==> config.mk <==
export PLATFORM = sky130hd
export DESIGN_NAME = multi_stage_output_channel_credit_tracker_flat
export DESIGN_NICKNAME = d
export VERILOG_FILES = /design/src/rtl/multi_stage_output_channel_credit_tracker_if.sv /design/src/rtl/multi_stage_output_channel_credit_tracker.sv /design/src/flat_wrapper.sv
export SDC_FILE = /design/constraint.sdc
export NUM_CORES = 1
export LEC_CHECK = 0
export ABC_AREA = 1
export CORE_MARGIN = 3
export CORE_UTILIZATION = 42
export CTS_CLUSTER_SIZE = 28
export DETAILED_ROUTE_END_ITERATION = 10
export PLACE_DENSITY = 0.79
export SYNTH_ARGS = -nofsm -noshare
export SYNTH_HDL_FRONTEND = slang
export SYNTH_SLANG_ARGS = --single-unit
==> constraint.sdc <==
create_clock -name clock -period 2 [get_ports clock]
set_input_delay 0.4 -clock clock [delete_from_list [all_inputs] [get_ports clock]]
set_output_delay 0.4 -clock clock [all_outputs]
set_load 0.02 [all_outputs]
Fig. 1: pin placement
Pins as bars across the die edge, other pins in gray.
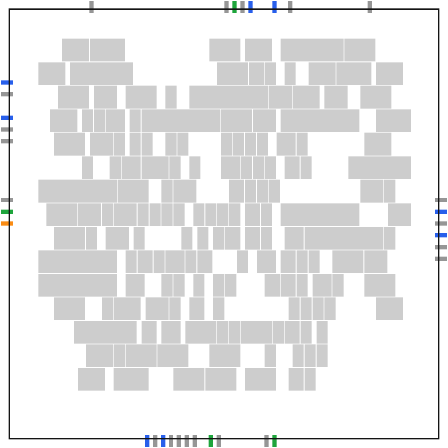
| port | color | pins | direction | edge |
|---|---|---|---|---|
| reset | orange | 1 | input | west |
| bus_output_channel_counts | blue | 8 | input | 2 west, 2 east, 2 north, 2 south |
| bus_commit_oci | green | 4 | input | 2 south, 1 west, 1 north |
Die W: 49.5 um
port bufs: 32
chip height: 49.5 um

Fig. 2: clock network drawn from the DEF
Bar = 10 um.
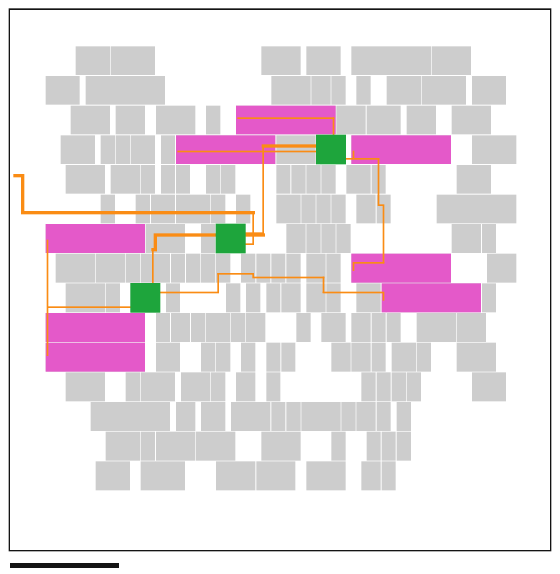
[clock wires] orange | length: 153 um
[flip-flops] magenta | count: 8
[clock drivers] green | count: 3
routed clock nets: 4
clock share of power: 0.173
clock distribution power: 130 uW
Worst Clk Skew: 0.00294 ns

==> results.sh <==
# physical design summary
export IMPL_status="finished clean"
export IMPL_critPathKind="flop to output pin"
export IMPL_worstSkewPairLatency_ns=0.26
export IMPL_grt_pass1_wl_um=3520
export IMPL_place_hpwl_um=1670
export IMPL_cp_arrival_ns=1.55
export IMPL_syn_to_final_growth_pct=52.7
export IMPL_cts_buffers=3
export IMPL_cp_max_fo=2
export IMPL_yosysCellCount=126
export IMPL_flop_area_um2=200
export IMPL_grt_use_total=0.181
export IMPL_htree_levels=1
export IMPL_rows=15
export IMPL_ys_seq_elements=8
export IMPL_first_pass_iters=4
export IMPL_syn_area_um2=796
export IMPL_yosys_warnings=0
export IMPL_diodes=0
export IMPL_path_clk_slew_ns=0.06
export IMPL_grt_max_degree=15
export IMPL_antenna_found_initial=0
export IMPL_cp_required_ns=1.60
export IMPL_rsz0062_at_grt="true"
export IMPL_die_area_um2=2450
export IMPL_place_area_um2=1170
export IMPL_finalHoldViolCount=0
export IMPL_slew_headroom=0.725
layer usage:
| layer | GRT usage | vias up | share of wire |
|---|---|---|---|
| met3 | 0.0453 | 2 | 0.044 |
| met2 | 0.341 | 26 | 0.53 |
| met1 | 0.199 | 431 | 0.42 |
| li1 | - | 469 | - |
| met4 | 0.0415 | 0 | 0.0034 |
| met5 | 0 | - | 0 |
through the flow:
stage	util	worst slack (ns)	hold slack, ns
final	0.689	0.0544	0.381
after global routing	0.689	-0.0189	0.395
after floorplan	-	0.142	0.216
after detailed placement	0.665	-0.629	0.642
after CTS	0.680	0.0140	0.387
after global placement	0.665	-0.590	0.631
report_power, final:
group | switching (mW) | internal, mW | leakage [nW] | total (mW)
clock | 0.0612 | 0.0691 | 0.0138 | 0.130
sequential | 0.0139 | 0.182 | 0.105 | 0.196
combinational | 0.210 | 0.215 | 0.586 | 0.425
total | 0.285 | 0.467 | 0.705 | 0.752
cell usage in the layout (no fill, tap or decap), drive strengths merged:
| cell type | synthesis | routed |
|---|---|---|
| inv | 26 | 26 |
| a21oi | 4 | 4 |
| clkbuf | 0 | 3 |
| buf | 5 | 14 |
| nand2 | 41 | 41 |
| dfrtp | 8 | 8 |
| nor2 | 12 | 12 |
| nand4 | 8 | 8 |
| nand3 | 14 | 14 |
| clkdlybuf4s50 | 0 | 20 |
| dlygate4sd2 | 0 | 8 |
| fa | 4 | 4 |
| or2 | 4 | 4 |
cells by family (layout without fill, tap and decap cells):
family          after synthesis  after routing  synth area share
simple gates                 79             79             0.451
buf+inv                      31             71             0.167
flops                         8              8             0.252
fa+ha+maj                     4              4             0.101
compound gates                4              4            0.0299
Yosys cell counts, drive strengths merged:
library cell  number  area, um2
or2                4       25.0
fa                 4       80.1
nand4              8       50.1
nand2             41        159
nor2              12       45.0
a21oi              4       23.8
buf                5       35.0
inv               26       97.6
dfrtp              8        200
nand3             14       80.1
worst max-delay path, cell delays in order, from the launching register on:
cell	delay, ns
dfrtp_1	0.38
nand2_1	0.07
inv_1	0.04
fa_1	0.43
or2_4	0.24
buf_6	0.13
repair_timing:
action	in CTS	in global routing
resized	36	0
pin swaps	10	5
buffers inserted	0	2
setup endpoints to repair	4	4
final cells by class:
class                           count  area share
Clock buffer                        3      0.0185
Sequential cell                     8       0.165
Timing Repair Buffer               42       0.321
Multi-Input combinational cell     87       0.389
Inverter                           26      0.0803
Tap cell                           25      0.0257
Power and IR drop assume default switching activity.
